==> config.mk <==
export PLATFORM = sky130hd
export DESIGN_NAME = tracker_sequencer
export DESIGN_NICKNAME = d
export VERILOG_FILES = /design/src/rtl/tracker_pkg.sv /design/src/rtl/tick_prescaler.sv /design/src/rtl/tracker_sequencer.sv
export SDC_FILE = /design/constraint.sdc
export NUM_CORES = 1
export LEC_CHECK = 0
export CAP_MARGIN = 0
export CORE_MARGIN = 3
export CORE_UTILIZATION = 45
export CTS_CLUSTER_DIAMETER = 80
export DETAILED_ROUTE_END_ITERATION = 7
export PLACE_DENSITY_LB_ADDON = 0.05
export SYNTH_ARGS = -nofsm -noshare
export SYNTH_HDL_FRONTEND = slang
export SYNTH_HIERARCHICAL = 1
export SYNTH_SLANG_ARGS = --single-unit
export TNS_END_PERCENT = 1
==> constraint.sdc <==
create_clock -name clk -period 9.3 [get_ports clk]
set_clock_uncertainty 0.15 [all_clocks]
set_input_delay 1.86 -clock clk [delete_from_list [all_inputs] [get_ports clk]]
set_output_delay 1.86 -clock clk [all_outputs]
set_load 0.005 [all_outputs]
==> run_1/route_heat.png <==
23 x 23 tiles, from dark blue (low) to red (high), scaled to the fullest tile. Values are wire area over tile area, all layers added.
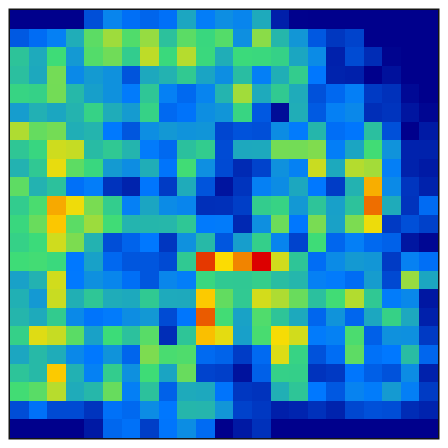
17% of the tiles are over half the peak. 7.8% of the tiles are nearly empty. The densest ninth of the die: middle left. The fullest tile reaches 0.52. The emptiest ninth of the die: upper right. The mean over all tiles is 0.17.
GRT Util Overall: 0.210
via count of the routed design: 4030
Routed WL per cell: 17.6 µm

==> run_1/placed.png <==
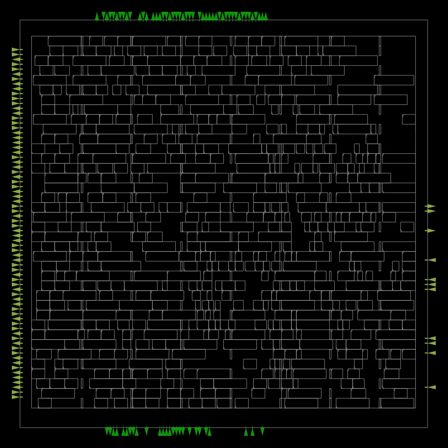
Site Rows: 38
number of flip-flops and latches: 114
number of filler cells placed in the layout: 838
Core ar.: 11000 µm²

==> run_1/ff_map.png <==
Bar = 20 µm. Other sequential cells in the stronger grey, the rest of the logic in the fainter grey.
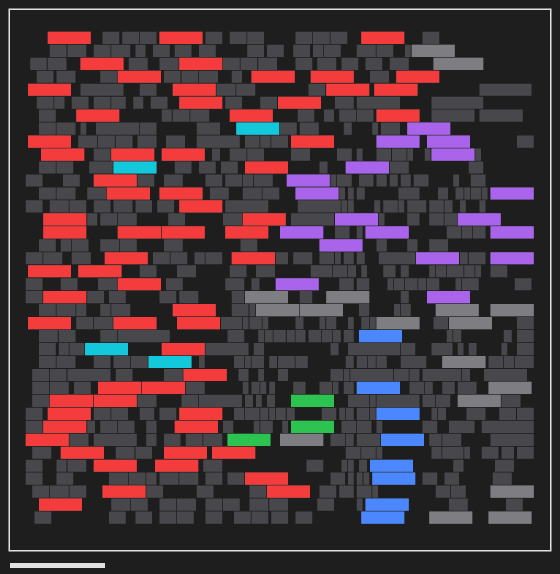
Key: green = `state_q` [flops 3]; blue = `tick_cnt_q` [flops 8]; cyan = `note_valid` [flops 4]; red = `note_data` [flops 64]; purple = `u_prescaler/count_q` [flops 18]
power in sequential cells: 0.000698 W
register fraction of the total cell area: 0.379
final cell utilization of the core: 0.683
Sequential cell area: 2860 µm²

==> impl_metrics.json, run 1 <==
{
  "status": "complete, no violations",
  "worst_slack_ps": 3920,
  "synth_logic_family": "multiplexers",
  "timing.final.hold_violations": 0,
  "worstPathBufferInverterCount": 2,
  "crit_family": "simple AND/OR/NAND/NOR gates",
  "ff2ff_path_depth": 10,
  "openroad.warnings": 26,
  "synth.top_cells.by_area": "sky130_fd_sc_hd__dfrtp_1 55%, sky130_fd_sc_hd__mux2_2 16%, sky130_fd_sc_hd__nor4_1 2.8%",
  "timing.final.max_slew_violations": 0,
  "io_buffer_count": 155,
  "grt_start_max_net_pins": 69,
  "synthesis.nets": 510,
  "dp.cells": 710,
  "yosys.stat.seqShare": 0.551,
  "finalCriticalPeriod_ps": 5380,
  "yosys.area.top_type": "sky130_fd_sc_hd__dfrtp_1",
  "fraction_of_the_cycle_the_final_worst_path_needs": 0.578,
  "worst_ir_drop_vdd_uv": 253,
  "fin_hold_ws_ps": 199,
  "slowest_stage": "sky130_fd_sc_hd__clkdlybuf4s50_1",
  "clock_tree_from_tritoncts": "built",
  "async_set_or_reset_flop_fraction_in_the_synthesized_netlist": 1.00,
  "synthXorXnorAreaFrac": 0.0483,
  "pwr.group.combinational_w": 0.000482,
  "clock_net_power_w": 0.000716,
  "dieWidth_um": 113,
  "synth_flop_count": 114,
  "pin_count": 156,
  "floorplan.core_util": 0.470,
  "drc_errors": 0,
  "max_clock_freq_mhz": 186,
  "ys_dominant_reg_cell": "sky130_fd_sc_hd__dfrtp_1",
  "syn2layout_area_growth_pct": 45.5,
  "final_antenna_net_count": 0,
  "number_of_clock_sinks_seen_by_cts": 114,
  "ys_sh_aoi": 0.0671,
  "die-height_um": 113,
  "synth_simple_gate_area_share": 0.152,
  "edf_count": 0,
  "clk_pin_slew_worst_paths_ps": 50
}
## run 1: final cells by class
| type | instances | area (µm²) | share of cell area |
|---|---|---|---|
| inverters | 9 | 33.8 | 0.00448 |
| clock inverters | 10 | 179 | 0.0237 |
| repair buffers | 157 | 1570 | 0.208 |
| flip-flops and latches | 114 | 2860 | 0.379 |
| multi-input cells | 290 | 2250 | 0.299 |
| clock buffers | 22 | 474 | 0.0629 |
| well taps | 140 | 175 | 0.0232 |
## run 1: metal layers
metal  track usage  up-vias  wire length [µm]  share of wire
met2         0.320      146              6170           0.47
met5             0        -                 0              0
met4        0.0617        0                44         0.0034
met3         0.119        4              1450           0.11
li1              -     1890                 -              -
met1         0.257     1990              5410           0.41
==> run_1/clock_wires.png <==
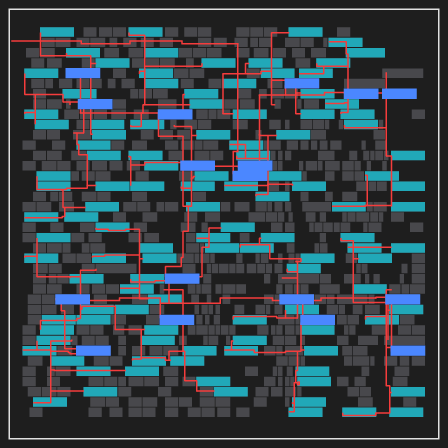

==> run 2, diff against run 1 <==
clock period = 5.5 ns   (was 9.3 ns; I/O delays follow)
==> run_2/clock_wires.png <==
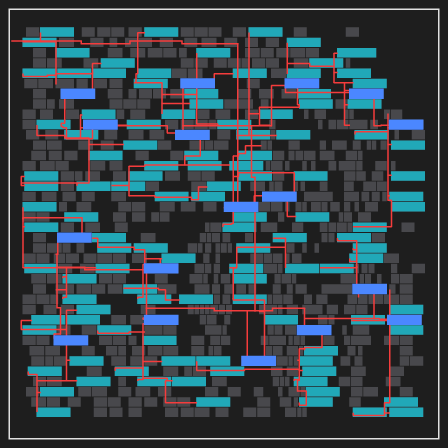
Key: blue = clock-net drivers [count 17]; cyan = flip-flops [count 114]; red = clock wires [length 1510 µm]
Position of the flops: spread over the die.
relative contribution of the clock network to total power: 0.330
clk ins delay skew pair: 410 ps

==> run 2 against run 1 <==
Against the previous run:
- critical endpoint unchanged
- global-route usage up 0.55 points
- critical path type unchanged
- non-clock buffer count up 2
- clock power rose by 38%
==> impl_metrics.json, run 2 <==
{
  "status": "complete, no violations",
  "ff2ff_path_depth": 10,
  "openroad.warnings": 26,
  "ys_sh_aoi": 0.0671,
  "wl_met1_um": 5470,
  "grt_util_met2": 0.331,
  "final_antenna_net_count": 0,
  "clk_pin_slew_worst_paths_ps": 50,
  "async_set_or_reset_flop_fraction_in_the_synthesized_netlist": 1.00,
  "syn2layout_area_growth_pct": 43.6,
  "route.detailed.wl_per_inst_um": 17.7,
  "timing.final.hold_violations": 0,
  "fin_hold_ws_ps": 207,
  "synthXorXnorAreaFrac": 0.0483,
  "edf_count": 0,
  "dieWidth_um": 113,
  "synth_simple_gate_area_share": 0.152,
  "synth_logic_family": "multiplexers",
  "slowest_stage": "sky130_fd_sc_hd__or4_1",
  "grt_most_used_layer": "met2",
  "final_cell_utilization_of_the_core": 0.674
}
-- run 2: cell counts after synthesis --
Identical to the previous run, type by type.
-- run 2: power by group --
group	total, W	switching [W]	internal [W]
Clock	0.000986	0.000351	0.000634
Sequential	0.00118	0.000135	0.00105
Combinational	0.000818	0.000265	0.000553
Total	0.00298	0.000751	0.00223
-- run 2: cell type report --
| class | count | area (µm²) |
|---|---|---|
| Timing Repair Buffer | 159 | 1580 |
| Fill cell | 860 | 3590 |
| Tap cell | 140 | 175 |
| Clock buffer | 24 | 512 |
| Multi-Input combinational cell | 290 | 2250 |
| Sequential cell | 114 | 2860 |
| Clock inverter | 5 | 27.5 |
| Inverter | 9 | 33.8 |
==> run_2/ff_map.png <==
Bar = 20 µm. Other sequential cells in the stronger grey, the rest of the logic in the fainter grey.
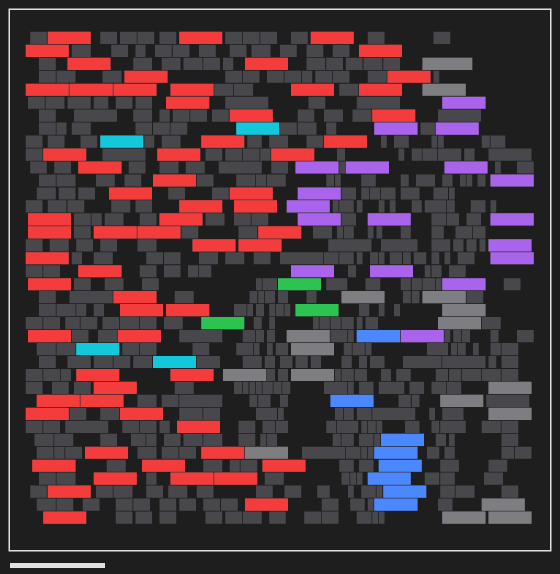

==> run 3, diff against run 2 <==
clock period = 3.6 ns   (was 5.5 ns; I/O delays follow)
==> run_3/ff_map.png <==
Bar = 20 µm. Other sequential cells in the stronger grey, the rest of the logic in the fainter grey.
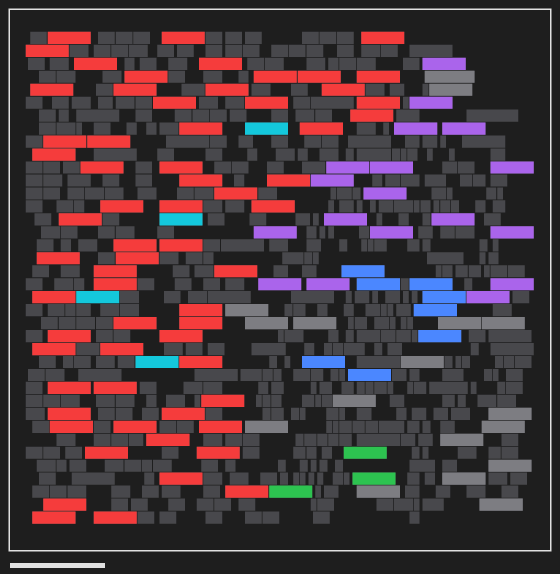
Key: purple = `u_prescaler/count_q` [flops 18]; green = `state_q` [flops 3]; red = `note_data` [flops 64]; blue = `tick_cnt_q` [flops 8, where middle right]; cyan = `note_valid` [flops 4]
Another 17 sequential cells are not coloured.
power in sequential cells: 0.00181 W
register fraction of the total cell area: 0.380

==> run 3 against run 2 <==
Against the previous run:
- via count grew 0.80%
- die area is the same
- final area grew 1.1%
- largest cell class unchanged
- largest power group unchanged
==> impl_metrics.json, run 3 <==
{
  "power_frac_clock": 0.343,
  "edf_count": 0,
  "openroad.warnings": 26,
  "insertion_delay_ps": 410,
  "p_seq_frac": 0.388,
  "switching_share": 0.250,
  "grt_util_met2": 0.341,
  "crit_family": "AND-OR/OR-AND gates",
  "clock_net_power_w": 0.00160,
  "route.detailed.wl_per_inst_um": 18.0,
  "power-top-group": "registers",
  "timing.final.hold_violations": 0,
  "worst_ir_drop_vdd_uv": 447,
  "status": "complete, no violations",
  "worstPathBufferInverterCount": 3,
  "ff2ff_path_depth": 11,
  "dieWidth_um": 113,
  "logic_area_um2": 2250,
  "wl_met1_um": 5660,
  "met3_usage": 0.109,
  "ys_dominant_reg_cell": "sky130_fd_sc_hd__dfrtp_1",
  "final_cell_utilization_of_the_core": 0.682,
  "power.share.combinational": 0.269
}
run 3: cell counts after synthesis:
No cell type changed its count.
run 3: final cells by class:
type | instances | share of cell area
sequential | 114 | 0.380
timing repair buffer | 163 | 0.218
clock inverter | 5 | 0.00665
tap | 140 | 0.0233
clock buffer | 25 | 0.0685
inverter | 9 | 0.00449
multi-input combinational | 290 | 0.300
run 3: cell families (layout without fill, tap and decap cells):
family | count (synthesis) | after routing | share of synthesized area
AND/OR/NAND/NOR | 139 | 139 | 0.152
AND-OR/OR-AND | 47 | 47 | 0.0672
other | 1 | 1 | 0.000724
buffers and inverters | 21 | 202 | 0.0152
multiplexers | 72 | 72 | 0.157
adder cells (fa/ha/maj) | 4 | 4 | 0.00966
flip-flops | 114 | 114 | 0.551
XOR/XNOR | 27 | 27 | 0.0483
Power is estimated from default activity; no workload was simulated.
